Sequential cells coloured by netlist name:
The bar under the picture is 50 um long. Other sequential cells in the stronger grey, the rest of the logic in the fainter grey.
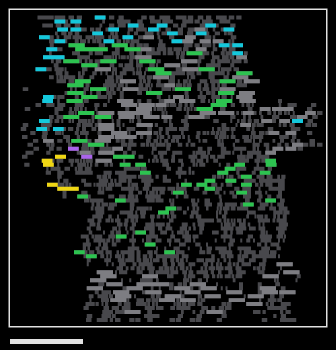
A small window of the routed layout:
The bar under the picture is 20 um long. Window x 83 to 133, y 126 to 176 um. Cells in grey, sequential cells in the stronger grey; small squares are vias.
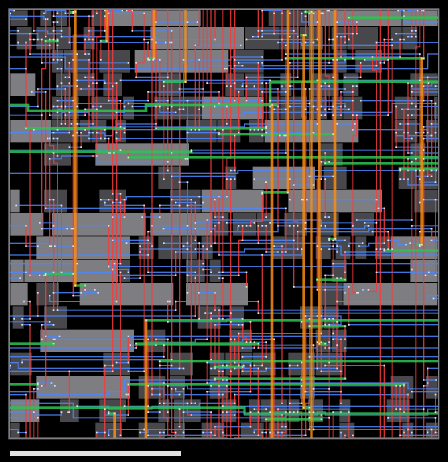
Clock wiring as the flow saved it:
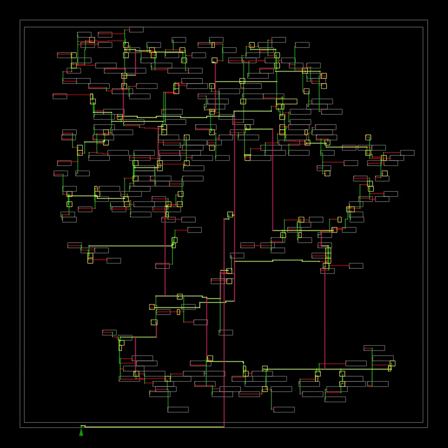
$ cat config.mk
export PLATFORM = sky130hd
export DESIGN_NAME = muldiv_unit_flat
export DESIGN_NICKNAME = d
export VERILOG_FILES = /design/src/rtl/muldiv_pkg.sv /design/src/rtl/muldiv_if.sv /design/src/rtl/muldiv_core.sv /design/src/rtl/muldiv_unit.sv /design/src/flat_wrapper.sv
export SDC_FILE = /design/constraint.sdc
export NUM_CORES = 1
export LEC_CHECK = 0
export CAP_MARGIN = 20
export CORE_MARGIN = 2
export CORE_UTILIZATION = 33
export CTS_BUF_LIST = sky130_fd_sc_hd__clkbuf_4
export DETAILED_ROUTE_END_ITERATION = 10
export GPL_ROUTABILITY_DRIVEN = 1
export SETUP_SLACK_MARGIN = 0.3
export SLEW_MARGIN = 40
export SYNTH_ARGS = -nofsm -noshare
export SYNTH_HDL_FRONTEND = slang
export SYNTH_SLANG_ARGS = --single-unit
$ cat constraint.sdc
create_clock -name clk -period 5.3 [get_ports clk]
set_input_delay 1.59 -clock clk [delete_from_list [all_inputs] [get_ports clk]]
set_output_delay 1.59 -clock clk [all_outputs]
set_load 0.02 [all_outputs]
$ cat src/rtl/muldiv_pkg.sv
// Shared definitions for the iterative multiply/divide unit.
// Holds the op encodings that the control unit drives on `op`, the FSM
// state encodings, and the default operand and counter widths.
package muldiv_pkg;

    localparam int WIDTH_DEF = 32;
    localparam int CNT_W_DEF = 6;

    typedef enum logic [1:0] {
        OP_MULT  = 2'b00,
        OP_MULTU = 2'b01,
        OP_DIV   = 2'b10,
        OP_DIVU  = 2'b11
    } op_e;

    typedef enum logic [1:0] {
        S_IDLE = 2'b00,
        S_MUL  = 2'b01,
        S_DIV  = 2'b10,
        S_FIX  = 2'b11
    } state_e;

endpackage

$ cat src/rtl/muldiv_if.sv
// Request/result bundle between the control/decode stage and muldiv_unit.
//   start   : one-cycle request pulse (control -> unit)
//   op      : operation select, see muldiv_pkg::op_e (control -> unit)
//   rs_val  : multiplicand / dividend (control -> unit)
//   rt_val  : multiplier / divisor (control -> unit)
//   busy    : operation in flight (unit -> control)
//   done    : one-cycle pulse, HI/LO hold the new result (unit -> control)
//   hi, lo  : architectural HI/LO registers (unit -> control)
interface muldiv_if #(
    parameter int WIDTH = 32
);
    logic             start;
    logic [1:0]       op;
    logic [WIDTH-1:0] rs_val;
    logic [WIDTH-1:0] rt_val;
    logic             busy;
    logic             done;
    logic [WIDTH-1:0] hi;
    logic [WIDTH-1:0] lo;

    modport master (
        output start, op, rs_val, rt_val,
        input  busy, done, hi, lo
    );

    modport slave (
        input  start, op, rs_val, rt_val,
        output busy, done, hi, lo
    );
endinterface

$ cat src/rtl/muldiv_core.sv
// Shared 2*WIDTH shift datapath for unsigned shift-add multiply and
// restoring divide, one bit per step.
//   clk, reset_n : clock, synchronous active-low reset (counter only)
//   i_load       : load i_a into the low half, i_b as multiplicand/divisor
//   i_step       : perform one iteration
//   i_mode       : 0 = multiply step, 1 = divide step
//   i_a, i_b     : unsigned operand magnitudes
//   o_acc        : accumulator; product, or {remainder, quotient}
//   o_last       : the current step is the final (WIDTH-th) one
module muldiv_core #(
    parameter int WIDTH = 32,
    parameter int CNT_W = 6
) (
    input  logic               clk,
    input  logic               reset_n,
    input  logic               i_load,
    input  logic               i_step,
    input  logic               i_mode,
    input  logic [WIDTH-1:0]   i_a,
    input  logic [WIDTH-1:0]   i_b,
    output logic [2*WIDTH-1:0] o_acc,
    output logic               o_last
);
    logic [2*WIDTH-1:0] r_acc;
    logic [WIDTH-1:0]   r_b;
    logic [CNT_W-1:0]   r_cnt;

    logic [WIDTH:0]     w_add;
    logic [WIDTH:0]     w_rem;
    logic [WIDTH-1:0]   w_diff;
    logic               w_ge;
    logic [2*WIDTH-1:0] w_mul_nxt;
    logic [2*WIDTH-1:0] w_div_nxt;

    // Multiply: add multiplicand into the upper half when the current
    // multiplier bit (acc[0]) is set, then shift the whole accumulator right,
    // the carry landing in the top bit.
    assign w_add     = {1'b0, r_acc[2*WIDTH-1:WIDTH]}
                     + (r_acc[0] ? {1'b0, r_b} : {(WIDTH+1){1'b0}});
    assign w_mul_nxt = {w_add, r_acc[WIDTH-1:1]};

    // Divide: partial remainder shifted left by one needs WIDTH+1 bits.
    // When it is >= divisor the true difference fits in WIDTH bits, so a
    // modulo-2^WIDTH subtract is exact in the case that is kept.
    assign w_rem     = r_acc[2*WIDTH-1:WIDTH-1];
    assign w_ge      = (w_rem >= {1'b0, r_b});
    assign w_diff    = w_rem[WIDTH-1:0] - r_b;
    assign w_div_nxt = {(w_ge ? w_diff : w_rem[WIDTH-1:0]), r_acc[WIDTH-2:0], w_ge};

    always_ff @(posedge clk) begin
        if (i_load) begin
            r_acc <= {{WIDTH{1'b0}}, i_a};
            r_b   <= i_b;
        end else if (i_step) begin
            r_acc <= i_mode ? w_div_nxt : w_mul_nxt;
        end
    end

    always_ff @(posedge clk) begin
        if (!reset_n) begin
            r_cnt <= '0;
        end else if (i_load) begin
            r_cnt <= '0;
        end else if (i_step) begin
            r_cnt <= r_cnt + 1'b1;
        end
    end

    assign o_acc  = r_acc;
    assign o_last = (r_cnt == CNT_W'(WIDTH - 1));

endmodule

$ cat src/rtl/muldiv_unit.sv
// Iterative MIPS multiply/divide unit (mult, multu, div, divu) holding the
// architectural HI/LO registers.
//   clk     : clock, all state changes on the rising edge
//   reset_n : synchronous active-low reset
//   bus     : muldiv_if slave (start/op/rs_val/rt_val in,
//             busy/done/hi/lo out)
// Signs are stripped on entry, muldiv_core works on magnitudes for WIDTH
// steps, and the FIX state restores signs and writes HI/LO.
module muldiv_unit
    import muldiv_pkg::*;
#(
    parameter int WIDTH = WIDTH_DEF,
    parameter int CNT_W = CNT_W_DEF
) (
    input  logic     clk,
    input  logic     reset_n,
    muldiv_if.slave  bus
);
    state_e             r_state;
    state_e             w_next;

    logic               r_busy;
    logic               r_done;
    logic [WIDTH-1:0]   r_hi;
    logic [WIDTH-1:0]   r_lo;

    op_e                r_op;
    logic               r_sign_a;
    logic               r_sign_b;
    logic               r_dbz;
    logic [WIDTH-1:0]   r_rs;

    logic               w_load;
    logic               w_step;
    logic               w_fix;
    logic               w_mode;
    logic               w_last;
    logic [2*WIDTH-1:0] w_acc;

    logic               w_is_signed;
    logic signed [WIDTH-1:0] w_rs_s;
    logic signed [WIDTH-1:0] w_rt_s;
    logic               w_sign_a;
    logic               w_sign_b;
    logic [WIDTH-1:0]   w_mag_a;
    logic [WIDTH-1:0]   w_mag_b;
    logic               w_rt_zero;

    logic [2*WIDTH-1:0] w_prod;
    logic [WIDTH-1:0]   w_quo;
    logic [WIDTH-1:0]   w_rmd;
    logic [WIDTH-1:0]   w_hi_nxt;
    logic [WIDTH-1:0]   w_lo_nxt;

    function automatic logic [WIDTH-1:0] f_cneg_w(input logic [WIDTH-1:0] v,
                                                  input logic neg);
        return neg ? (~v + WIDTH'(1)) : v;
    endfunction

    function automatic logic [2*WIDTH-1:0] f_cneg_2w(input logic [2*WIDTH-1:0] v,
                                                     input logic neg);
        return neg ? (~v + (2*WIDTH)'(1)) : v;
    endfunction

    // Operand conditioning: mult and div are the signed ops (op[0] == 0).
    assign w_is_signed = ~bus.op[0];
    assign w_rs_s      = bus.rs_val;
    assign w_rt_s      = bus.rt_val;
    assign w_sign_a    = w_is_signed && (w_rs_s < 0);
    assign w_sign_b    = w_is_signed && (w_rt_s < 0);
    assign w_mag_a     = f_cneg_w(bus.rs_val, w_sign_a);
    assign w_mag_b     = f_cneg_w(bus.rt_val, w_sign_b);
    assign w_rt_zero   = (bus.rt_val == '0);

    muldiv_core #(
        .WIDTH (WIDTH),
        .CNT_W (CNT_W)
    ) u_core (
        .clk     (clk),
        .reset_n (reset_n),
        .i_load  (w_load),
        .i_step  (w_step),
        .i_mode  (w_mode),
        .i_a     (w_mag_a),
        .i_b     (w_mag_b),
        .o_acc   (w_acc),
        .o_last  (w_last)
    );

    // State register
    always_ff @(posedge clk) begin
        if (!reset_n) begin
            r_state <= S_IDLE;
        end else begin
            r_state <= w_next;
        end
    end

    // Next-state logic
    always_comb begin
        w_next = r_state;
        case (r_state)
            S_IDLE: begin
                if (bus.start) begin
                    if (!bus.op[1])     w_next = S_MUL;
                    else if (w_rt_zero) w_next = S_FIX;
                    else                w_next = S_DIV;
                end
            end
            S_MUL, S_DIV: begin
                if (w_last) w_next = S_FIX;
            end
            S_FIX:   w_next = S_IDLE;
            default: w_next = S_IDLE;
        endcase
    end

    // Output/control decode
    always_comb begin
        w_load = 1'b0;
        w_step = 1'b0;
        w_fix  = 1'b0;
        w_mode = 1'b0;
        case (r_state)
            S_IDLE:  w_load = bus.start;
            S_MUL:   w_step = 1'b1;
            S_DIV: begin
                w_step = 1'b1;
                w_mode = 1'b1;
            end
            S_FIX:   w_fix  = 1'b1;
            default: ;
        endcase
    end

    // Operand side information captured with the request
    always_ff @(posedge clk) begin
        if (w_load) begin
            r_op     <= op_e'(bus.op);
            r_sign_a <= w_sign_a;
            r_sign_b <= w_sign_b;
            r_dbz    <= bus.op[1] && w_rt_zero;
            r_rs     <= bus.rs_val;
        end
    end

    // Sign fix-up. Remainder follows the dividend; quotient and product are
    // negative when operand signs differ. 0x8000_0000 / -1 wraps naturally.
    assign w_prod = f_cneg_2w(w_acc, (r_op == OP_MULT) && (r_sign_a ^ r_sign_b));
    assign w_quo  = f_cneg_w(w_acc[WIDTH-1:0], (r_op == OP_DIV) && (r_sign_a ^ r_sign_b));
    assign w_rmd  = f_cneg_w(w_acc[2*WIDTH-1:WIDTH], (r_op == OP_DIV) && r_sign_a);

    always_comb begin
        w_hi_nxt = w_prod[2*WIDTH-1:WIDTH];
        w_lo_nxt = w_prod[WIDTH-1:0];
        if (r_dbz) begin
            w_hi_nxt = r_rs;
            w_lo_nxt = '1;
        end else if ((r_op == OP_DIV) || (r_op == OP_DIVU)) begin
            w_hi_nxt = w_rmd;
            w_lo_nxt = w_quo;
        end
    end

    // Registered handshake and HI/LO; busy tracks the state being entered so
    // it drops in the same cycle done rises.
    always_ff @(posedge clk) begin
        if (!reset_n) begin
            r_busy <= 1'b0;
            r_done <= 1'b0;
            r_hi   <= '0;
            r_lo   <= '0;
        end else begin
            r_busy <= (w_next != S_IDLE);
            r_done <= w_fix;
            if (w_fix) begin
                r_hi <= w_hi_nxt;
                r_lo <= w_lo_nxt;
            end
        end
    end

    assign bus.busy = r_busy;
    assign bus.done = r_done;
    assign bus.hi   = r_hi;
    assign bus.lo   = r_lo;

endmodule
$ cat src/flat_wrapper.sv
// flat-port wrapper written by rule: the top's interface ports become plain ports
module muldiv_unit_flat import muldiv_pkg::*;
#(
    parameter int WIDTH = WIDTH_DEF,
    parameter int CNT_W = CNT_W_DEF
)
  (clk, reset_n, bus_start, bus_op, bus_rs_val, bus_rt_val, bus_busy, bus_done, bus_hi, bus_lo);
  muldiv_if #(.WIDTH(WIDTH)) bus_i ();
  input  logic clk;
  input  logic reset_n;
  input wire logic [$bits(bus_i.start)-1:0] bus_start;
  input wire logic [$bits(bus_i.op)-1:0] bus_op;
  input wire logic [$bits(bus_i.rs_val)-1:0] bus_rs_val;
  input wire logic [$bits(bus_i.rt_val)-1:0] bus_rt_val;
  output wire logic [$bits(bus_i.busy)-1:0] bus_busy;
  output wire logic [$bits(bus_i.done)-1:0] bus_done;
  output wire logic [$bits(bus_i.hi)-1:0] bus_hi;
  output wire logic [$bits(bus_i.lo)-1:0] bus_lo;
  assign bus_i.start = bus_start;
  assign bus_i.op = bus_op;
  assign bus_i.rs_val = bus_rs_val;
  assign bus_i.rt_val = bus_rt_val;
  assign bus_busy = bus_i.busy;
  assign bus_done = bus_i.done;
  assign bus_hi = bus_i.hi;
  assign bus_lo = bus_i.lo;
  muldiv_unit #(.WIDTH(WIDTH), .CNT_W(CNT_W)) u_core (.clk(clk), .reset_n(reset_n), .bus(bus_i));
endmodule
==> run summary <==
yosys + openroad results -> Main logic family AND-OR/OR-AND gates, Cell Type Count 75, Max VDD drop around 0.00013 V, Resized cells post-CTS 0, Seq share, synth 0.348, Die ar. ~47000 sq um, Finished Cell Area ~18000 sq um, final total power 6420 uW, GRT Total Usage 0.207, tool warnings 31, routed vias/inst 5.44, drt drc 0, CP startpoint kind flip-flop, CP Launch Point u_core.u_core.o_acc[0], net count after synthesis around 1900, first-pass GRT wire length ~76000 um, worst hold start u_core.bus.hi[31], Starting Density 0.335, post-synth top area cell edfxtp_1, Final ANT Viol Nets 0, Crit Path Class reg -> reg, status completed, Clock Pin Slew Worst Setup and Hold Paths ~0.070 ns, CTS Root Cell clkbuf_4, R2R cell count 13, clk_skew 0.0688 ns, CTS Buffer Depth 3, Final Cycle Share 0.759, clock power share 0.245, worst hold path class reg -> reg, net switching power between 2000 and 3000 uW, largest net degree at the start of global routing between 100 and 150, router iterations before antenna repair 5, Post-CTS Repair Setup Buffers 0, Pleak around 0.007 uW, Synth top area share 0.205, yosys simple share 0.176, Core Region approximately 44000 sq um, GPL Wtd Cong between 0.9 and 1, final net count 2035, Layout area overhead 18.6%, total wire length 48700 um, complex-gate fraction of the synthesized area 0.219, RSZ-0062 raised after global routing false, P per Cell Area roughly 370 nW/um^2
-- 'sequential cells coloured by netlist name' (at the start) --
Cyan marks u_core.bus.lo, placed flops 32. Yellow marks u_core.u_core.r_cnt, placed flops 6, where middle left. Purple marks u_core.r_state, placed flops 2. Green marks u_core.u_core.o_acc, placed flops 64.
FF/Latch Area: 5150 sq um
flop share of the area: 0.293
total sequential power: 2230 uW
final core occ: 0.397

-- 'a small window of the routed layout' (at the start) --
Blue marks met1. Orange marks met4. Red marks met2. Green marks met3.
Most frequent: nand2_1 (17), o21ai_0 (16), edfxtp_1 (15). Sequential cells in the window: 20. Netlist names of flops here include u_core.r_rs (8), u_core.bus.hi (5), u_core.u_core.o_acc (5). 153 logic cells have their middle in the window.

-- 'clock wiring as the flow saved it' (at the start) --
clock-net power: 1570 uW
clk_lat worst skew: 0.81 ns

## registers in the layout, indices dropped and copies added, names as in the netlist, 2 cells and up
| register | count |
|---|---|
| u_core.u_core.o_acc | 64 |
| u_core.bus.hi | 32 |
| u_core.bus.lo | 32 |
| u_core.r_rs | 32 |
| u_core.u_core.r_b | 32 |
| u_core.u_core.r_cnt | 6 |
| u_core.r_op | 2 |
| u_core.r_state | 2 |
## routing by layer
| layer | routed length [um] | track usage | up-vias |
|---|---|---|---|
| met5 | 32 | 0 | - |
| met4 | 1850 | 0.0852 | 4 |
| met3 | 2740 | 0.0428 | 98 |
| met2 | 22000 | 0.328 | 401 |
| met1 | 22100 | 0.274 | 6573 |
| li1 | - | - | 6694 |
## per-stage QoR
stage,setup WS [ns],instances
2_1_floorplan,0.656,1761
3_3_place_gp,0.699,2423
3_5_place_dp,0.691,2423
4_1_cts,1.29,2531
5_1_grt,1.01,2533
6_report,1.28,2533
## logic make-up (layout without fill, tap and decap cells)
| logic type | count (synthesis) | in the layout |
|---|---|---|
| AND-OR/OR-AND | 539 | 539 |
| adder cells (fa/ha/maj) | 75 | 75 |
| other | 0 | 2 |
| flip-flops | 207 | 207 |
| XOR/XNOR | 175 | 175 |
| multiplexers | 70 | 70 |
| AND/OR/NAND/NOR | 533 | 533 |
| buffers and inverters | 162 | 340 |
## power by group through the flow
stage / Combinational [uW] / Clock, uW / Sequential (uW)
after floorplan: 1900 / 0 / 2110
after global placement: 2550 / 0 / 2250
after detailed placement: 2570 / 0 / 2250
after CTS: 2590 / 1630 / 2220
after global routing: 2890 / 1710 / 2250
final: 2620 / 1570 / 2230
## final timing paths
| check | endpoint | slack, ns |
|---|---|---|
| max reg2reg | u_core.u_core.o_acc[59] | 1.28 |
| min reg2reg | u_core.bus.hi[31] | 0.48 |
| min | u_core.bus.hi[31] | 0.48 |
| max | u_core.u_core.o_acc[59] | 1.28 |
## layout by cell type (no fill, tap or decap), drive strengths merged, types with 26 or more instances in the layout
cell type and count:
clkbuf 90, nand2 160, nor3 44, mux2i 61
o21ai 184, ha 73, a21oi 159, inv 74
nor2 141, edfxtp 101, clkdlybuf4s50 133, xnor2 89
a31oi 26, buf 27, dfxtp 106, a21o 33
nand3 27, xor2 86
## area by class of cell
cell class | count | area (sq um) | share of cell area
Clock inverter | 18 | 106 | 0.00605
Antenna cell | 2 | 5.00 | 0.000285
Multi-Input combinational cell | 1392 | 9070 | 0.516
Tap cell | 592 | 741 | 0.0422
Clock buffer | 90 | 676 | 0.0384
Sequential cell | 207 | 5150 | 0.293
Timing Repair Buffer | 160 | 1540 | 0.0879
Inverter | 72 | 273 | 0.0155
## worst max-delay path, stage by stage (launching register included)
cell and delay, ns:
edfxtp_1 0.38, inv_1 0.43, nor2_1 0.17, fa_1 0.49, a211oi_1 0.32, nor3_1 0.15, a211o_1 0.35, a2111oi_0 0.45
buf_4 0.22, o221ai_1 0.18, o21a_1 0.24, xnor2_1 0.14, o221ai_1 0.13, o221a_2 0.25
No activity file was given, so power comes from the tool's default toggle rates.
